--- src/rtl/tcp_rx_datap.sv ---
// Receive-side protocol datapath for the slow TCP engine: one inbound header per flow,
// read-modify-write of per-flow RX state, then payload-store and scheduler commands.
package tcp_rx_datap_pkg;
  localparam int FLOWID_W         = 3;
  localparam int RX_PAYLOAD_PTR_W = 14;
  localparam int SEQ_NUM_W        = 32;
  localparam int TIMESTAMP_W      = 16;

  typedef struct packed {
    logic [SEQ_NUM_W-1:0] ack_num;
    logic [15:0]          window;
  } ack_state_struct;

  typedef struct packed {
    logic [SEQ_NUM_W-1:0] their_ack_num;
    ack_state_struct      our_ack_state;
  } smol_rx_state_struct;

  typedef struct packed {
    logic [SEQ_NUM_W-1:0] our_seq_num;
    logic [15:0]          their_win;
  } smol_tx_state_struct;

  typedef struct packed {
    logic [RX_PAYLOAD_PTR_W-1:0] addr;
    logic [RX_PAYLOAD_PTR_W:0]   size;
  } payload_buf_struct;

  typedef enum logic [1:0] {
    SCHED_NOP   = 2'd0,
    SCHED_SET   = 2'd1,
    SCHED_CLEAR = 2'd2
  } sched_flag_cmd_e;

  typedef struct packed {
    logic [FLOWID_W-1:0]    flowid;
    sched_flag_cmd_e        data_pend_cmd;
    logic [TIMESTAMP_W-1:0] data_pend_ts;
    sched_flag_cmd_e        ack_pend_cmd;
    logic [TIMESTAMP_W-1:0] ack_pend_ts;
    sched_flag_cmd_e        rt_pend_cmd;
    logic [TIMESTAMP_W-1:0] rt_pend_ts;
  } sched_cmd_struct;

  typedef enum logic [2:0] {
    ST_IDLE    = 3'd0,
    ST_RD_REQ  = 3'd1,
    ST_RD_WAIT = 3'd2,
    ST_CALC    = 3'd3,
    ST_WR      = 3'd4,
    ST_CMD     = 3'd5
  } rx_datap_state_e;
endpackage

module tcp_rx_datap
  import tcp_rx_datap_pkg::*;
#(
  parameter int FLOWID_W         = tcp_rx_datap_pkg::FLOWID_W,
  parameter int RX_PAYLOAD_PTR_W = tcp_rx_datap_pkg::RX_PAYLOAD_PTR_W,
  parameter int SEQ_NUM_W        = tcp_rx_datap_pkg::SEQ_NUM_W
) (
  input  logic                        clk,
  input  logic                        rst_n,

  input  logic                        rx_pkt_val,
  output logic                        rx_pkt_rdy,
  input  logic [FLOWID_W-1:0]         rx_pkt_flowid,
  input  logic [SEQ_NUM_W-1:0]        rx_pkt_seq_num,
  input  logic [SEQ_NUM_W-1:0]        rx_pkt_ack_num,
  input  logic [7:0]                  rx_pkt_flags,
  input  logic [RX_PAYLOAD_PTR_W:0]   rx_pkt_payload_len,

  output logic                        state_rd_req_val,
  output logic [FLOWID_W-1:0]         state_rd_req_addr,
  input  logic                        state_rd_resp_val,
  input  smol_rx_state_struct         rx_state_rd_resp_data,
  input  smol_tx_state_struct         tx_state_rd_resp_data,
  input  logic [RX_PAYLOAD_PTR_W:0]   rx_head_ptr_rd_resp_data,

  output logic                        state_wr_req_val,
  output logic [FLOWID_W-1:0]         state_wr_req_addr,
  output smol_rx_state_struct         rx_state_wr_req_data,
  output logic [RX_PAYLOAD_PTR_W:0]   rx_tail_ptr_wr_req_data,

  output logic                        payload_cmd_val,
  input  logic                        payload_cmd_rdy,
  output payload_buf_struct           payload_cmd_data,

  output logic                        sched_update_val,
  input  logic                        sched_update_rdy,
  output sched_cmd_struct             sched_update_cmd,

  output rx_datap_state_e             dbg_state
);

  // Handshake rule for every val/rdy pair: a transfer happens on a rising clk edge where
  // both are high; once val is raised its data holds stable until that edge.

  localparam int PW = RX_PAYLOAD_PTR_W + 1;

  rx_datap_state_e            state;

  logic [FLOWID_W-1:0]        pkt_flowid;
  logic [SEQ_NUM_W-1:0]       pkt_seq;
  logic [SEQ_NUM_W-1:0]       pkt_ack;
  logic                       pkt_ack_flag;
  logic [PW-1:0]              pkt_len;

  smol_rx_state_struct        rx_st;
  logic [SEQ_NUM_W-1:0]       our_seq;
  logic [PW-1:0]              head_ptr;
  logic                       accept_q;

  logic [PW-1:0]              used;
  logic [PW-1:0]              free;
  logic [SEQ_NUM_W-1:0]       ack_delta;
  logic [SEQ_NUM_W-1:0]       ack_window;
  logic                       accept;
  logic                       ack_ok;
  logic [SEQ_NUM_W-1:0]       new_their_ack;
  logic                       sched_need;
  logic                       payload_busy;
  logic                       sched_busy;

  logic                       unused_ok;
  assign unused_ok = ^{rx_pkt_flags[7:5], rx_pkt_flags[3:0], tx_state_rd_resp_data.their_win};

  assign rx_pkt_rdy        = (state == ST_IDLE);
  assign state_rd_req_addr = pkt_flowid;
  assign state_wr_req_addr = pkt_flowid;
  assign dbg_state         = state;

  // Acceptance and ACK-advance decisions; all operands are latched, so this is stable in CALC.
  always_comb begin
    used          = rx_st.their_ack_num[PW-1:0] - head_ptr;
    free          = {1'b1, {RX_PAYLOAD_PTR_W{1'b0}}} - used;
    accept        = (pkt_seq == rx_st.their_ack_num) && (pkt_len != '0) && (pkt_len <= free);
    ack_delta     = pkt_ack - rx_st.our_ack_state.ack_num;
    ack_window    = our_seq - rx_st.our_ack_state.ack_num;
    ack_ok        = pkt_ack_flag && (ack_delta != '0) && (ack_delta <= ack_window);
    new_their_ack = rx_st.their_ack_num + (accept ? SEQ_NUM_W'(pkt_len) : '0);
  end

  assign sched_need   = (sched_update_cmd.ack_pend_cmd != SCHED_NOP) ||
                        (sched_update_cmd.rt_pend_cmd  != SCHED_NOP) ||
                        (sched_update_cmd.data_pend_cmd != SCHED_NOP);
  assign payload_busy = payload_cmd_val && !payload_cmd_rdy;
  assign sched_busy   = sched_update_val && !sched_update_rdy;

  always_ff @(posedge clk or negedge rst_n) begin
    if (!rst_n) begin
      state                   <= ST_IDLE;
      pkt_flowid              <= '0;
      pkt_seq                 <= '0;
      pkt_ack                 <= '0;
      pkt_ack_flag            <= 1'b0;
      pkt_len                 <= '0;
      rx_st                   <= '0;
      our_seq                 <= '0;
      head_ptr                <= '0;
      accept_q                <= 1'b0;
      state_rd_req_val        <= 1'b0;
      state_wr_req_val        <= 1'b0;
      rx_state_wr_req_data    <= '0;
      rx_tail_ptr_wr_req_data <= '0;
      payload_cmd_val         <= 1'b0;
      payload_cmd_data        <= '0;
      sched_update_val        <= 1'b0;
      sched_update_cmd        <= '0;
    end else begin
      case (state)
        ST_IDLE: begin
          if (rx_pkt_val) begin
            pkt_flowid       <= rx_pkt_flowid;
            pkt_seq          <= rx_pkt_seq_num;
            pkt_ack          <= rx_pkt_ack_num;
            pkt_ack_flag     <= rx_pkt_flags[4];
            pkt_len          <= rx_pkt_payload_len;
            state_rd_req_val <= 1'b1;
            state            <= ST_RD_REQ;
          end
        end
        ST_RD_REQ: begin
          state_rd_req_val <= 1'b0;
          state            <= ST_RD_WAIT;
        end
        ST_RD_WAIT: begin
          if (state_rd_resp_val) begin
            rx_st    <= rx_state_rd_resp_data;
            our_seq  <= tx_state_rd_resp_data.our_seq_num;
            head_ptr <= rx_head_ptr_rd_resp_data;
            state    <= ST_CALC;
          end
        end
        ST_CALC: begin
          state_wr_req_val                          <= 1'b1;
          rx_state_wr_req_data                      <= rx_st;
          rx_state_wr_req_data.their_ack_num        <= new_their_ack;
          rx_state_wr_req_data.our_ack_state.ack_num <= ack_ok ? pkt_ack : rx_st.our_ack_state.ack_num;
          rx_tail_ptr_wr_req_data                   <= new_their_ack[PW-1:0];
          accept_q                                  <= accept;
          payload_cmd_data.addr                     <= pkt_seq[RX_PAYLOAD_PTR_W-1:0];
          payload_cmd_data.size                     <= pkt_len;
          sched_update_cmd                          <= '0;
          sched_update_cmd.flowid                   <= pkt_flowid;
          // A non-empty segment always re-arms an ACK, so drops and gaps produce a dup ACK.
          sched_update_cmd.ack_pend_cmd             <= (pkt_len != '0) ? SCHED_SET : SCHED_NOP;
          sched_update_cmd.rt_pend_cmd              <= (ack_ok && (pkt_ack == our_seq)) ?
                                                       SCHED_CLEAR : SCHED_NOP;
          state                                     <= ST_WR;
        end
        ST_WR: begin
          state_wr_req_val <= 1'b0;
          payload_cmd_val  <= accept_q;
          sched_update_val <= sched_need;
          state            <= ST_CMD;
        end
        ST_CMD: begin
          if (payload_cmd_val && payload_cmd_rdy) payload_cmd_val <= 1'b0;
          if (sched_update_val && sched_update_rdy) sched_update_val <= 1'b0;
          if (!payload_busy && !sched_busy) state <= ST_IDLE;
        end
        default: state <= ST_IDLE;
      endcase
    end
  end

endmodule
--- config.mk ---
export PLATFORM = sky130hd
export DESIGN_NAME = tcp_rx_datap
export DESIGN_NICKNAME = d
export VERILOG_FILES = /design/src/rtl/tcp_rx_datap.sv
export SDC_FILE = /design/constraint.sdc
export NUM_CORES = 1
export LEC_CHECK = 0
export ABC_CLOCK_PERIOD_IN_PS = 13800
export CAP_MARGIN = 20
export CORE_ASPECT_RATIO = 0.6
export CORE_MARGIN = 1
export CORE_UTILIZATION = 28
export DETAILED_ROUTE_END_ITERATION = 16
export PLACE_DENSITY_LB_ADDON = 0.1
export SYNTH_ARGS = -nofsm -noshare
export SYNTH_HDL_FRONTEND = slang
export SYNTH_SLANG_ARGS = --single-unit
--- constraint.sdc ---
create_clock -name clk -period 13.8 [get_ports clk]
set_clock_uncertainty 0.05 [all_clocks]
set_input_delay 2.76 -clock clk [delete_from_list [all_inputs] [get_ports clk]]
set_output_delay 2.76 -clock clk [all_outputs]
set_load 0.02 [all_outputs]
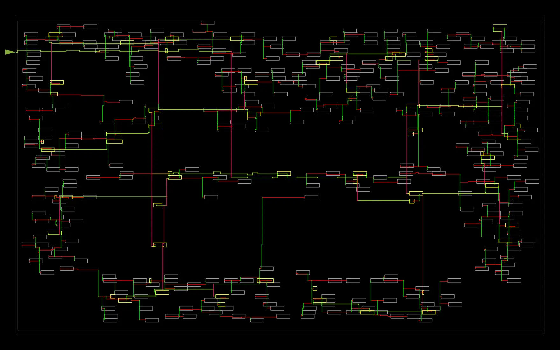
Figure 1: clock nets.
clk sinks: 332
seq_cells: 332
# clk buffers: 55

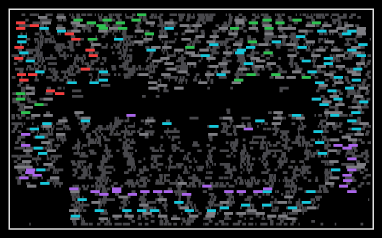
Figure 2: where the registers sit.
(1 px per um)
- red: head_ptr (flops 15; where top left)
- cyan: rx_st (flops 80; where widely spread)
- purple: our_seq (flops 32; where a horizontal strip, bottom)
- green: payload_cmd_data (flops 29)
sequential cell area share: 30.3%
FF+latch area: 8310 um^2
fin util: 35.9%

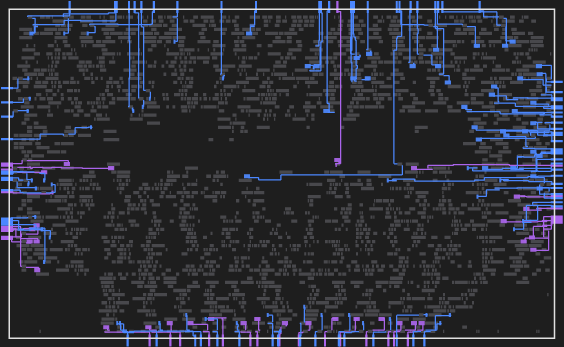
Figure 3: port wiring.
(1.5 px per um)
- blue: rx_state_rd_resp_data (direction input; end cells 80; buffers 80; wire 3190 um)
- purple: rx_pkt_ack_num (direction input; end cells 32; buffers 32; wire 936 um)

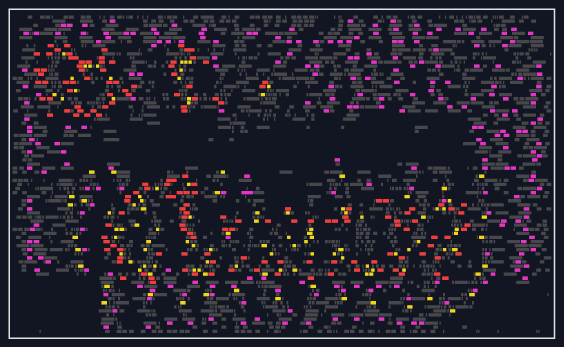
Figure 4: logic cells by family.
(1.5 px per um)
- red: adder and majority cells (cells 154; where widely spread)
- yellow: AND-OR and OR-AND gates (cells 118; where widely spread)
- magenta: multiplexers (cells 248; where widely spread)

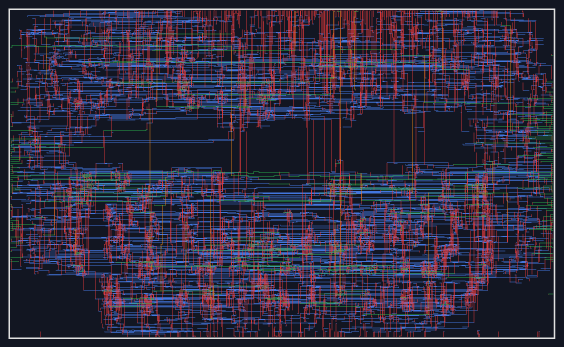
Figure 5: wiring by layer.
(1.5 px per um)
- red: metal 2 (wire length 30.1 mm)
- blue: metal 1 (wire length 44.9 mm)
- orange: metal 4 (wire length 1220 um)
- green: metal 3 (wire length 5540 um)

==> ci_impl_report.md <==
### Yosys + OpenROAD results

| Metric | Value |
|---|---|
| Status | `completed` |
| CP Capture Type | `register` |
| Setup TNS | `0 ns` |
| First-pass DRT Iterations | `6` |
| Cts repair resizes | `0` |
| Crit path launch | `rx_st[50]` |
| Setup bufs post-CTS | `0` |
| Wirelength, routed | `81700 um` |
| Final nets | `2896` |
| MUX area fraction | `12.6%` |
| XOR Share, Synth | `6.26%` |
| Total gr overflow | `0` |
| Worst hold slack | `0.433 ns` |
| Max Fclk | `124 MHz` |
| DR WL met3 | `5540 um` |
| Initial antenna violation count | `5` |
| Worst R2R End | `rx_state_wr_req_data[79]` |
| CP max stage cell | `a2111oi_0` |
| Max_cap viols | `0` |
| Latency at later pin | `0.57 ns` |
| CP startpoint kind | `register` |
| Starting DRT DRC Count | `1390` |
| GRT Overall Usage | `20.2%` |
| Core Util at FP | `28.6%` |
| Post-CTS Hold Fix Bufs | `0` |
| Unique cell type count in the Yosys netlist | `73` |
| Clk root buf | `clkbuf_16` |
| WL met1 | `44900 um` |
| Port bufs | `358` |
| Wire per inst | `22.9 um` |
| Placed Cells incl. Taps | `3500` |
| Share of post-route cells with drive strength above 1 | `12.8%` |
| Synth Flop Type | `dfrtp_1` |
| Ao+oa area frac | `14.4%` |
| Busiest layer in global routing | `met1` |
| Worst path required time | `14.16 ns` |
| Hold EP | `rx_state_wr_req_data[69]` |
| Largest regs | `rx_st (80), rx_state_wr_req_data (80)` |
| Fin crit period | `8.05 ns` |
| And+or+nand+nor area frac | `13.8%` |
| CTS tree | `built` |
| Cell count along the critical path | `32` |
| Crit path capture | `rx_state_wr_req_data[79]` |
| Final setup vio count | `0` |
| Number of global-route vias before repair | `18100` |
| Final period util | `58.3%` |
| Reg-to-reg setup timing slack | `5.75 ns` |
| Slowest stage delay, CP | `0.68 ns` |
| Hold Path Depth | `2` |
| Slew Viols, Final | `0` |
| Std cell rows | `78` |
| Most frequent cells in the layout | `clkdlybuf4s50_1, dfrtp_1, mux2_2, ha_1, nand2_1` |
| Max layer used | `met4` |
| Number of enable flip-flop cells | `0` |
| Hpwl dp | `60600 um` |
| WP data arrival | `8.40 ns` |
| Delay-heaviest family, CP | `AND-OR/OR-AND gates` |
| Yosys reg bits | `332` |
| RSZ-0062 raised after global routing | `false` |
| Clock buffer depth | `3` |
| Total CTS buffers | `39` |
| WL met2 | `30100 um` |
| Register-to-Register Path Depth | `32` |
| Post-route ant nets | `0` |
| Final Wtd Congestion | `0.899` |
-- final cells by class --
cell class	instances	area, um^2
diodes	1	2.50
clock buffers	55	1120
clock inverters	10	105
fillers	7694	48900
inverters	77	289
multi-input cells	1669	12500
flip-flops and latches	332	8310
well taps	1040	1300
repair buffers	384	3800
-- cell usage after synthesis (28+ instances only) --
cell type	count	area, um^2
a21o_1	42	315
a21oi_1	122	611
a22oi_1	35	263
and2_1	28	175
buf_4	70	526
clkbuf_1	104	390
dfrtp_1	332	8310
ha_1	150	1880
inv_1	77	289
mux2_2	215	2420
mux2i_1	33	330
nand2_1	135	507
nand3_1	32	160
nand4_1	28	175
nor2_1	72	270
nor3_1	120	601
nor4_1	51	319
o21ai_0	129	646
o41a_1	32	360
or3_1	35	219
xnor2_1	81	709
xor2_1	75	657
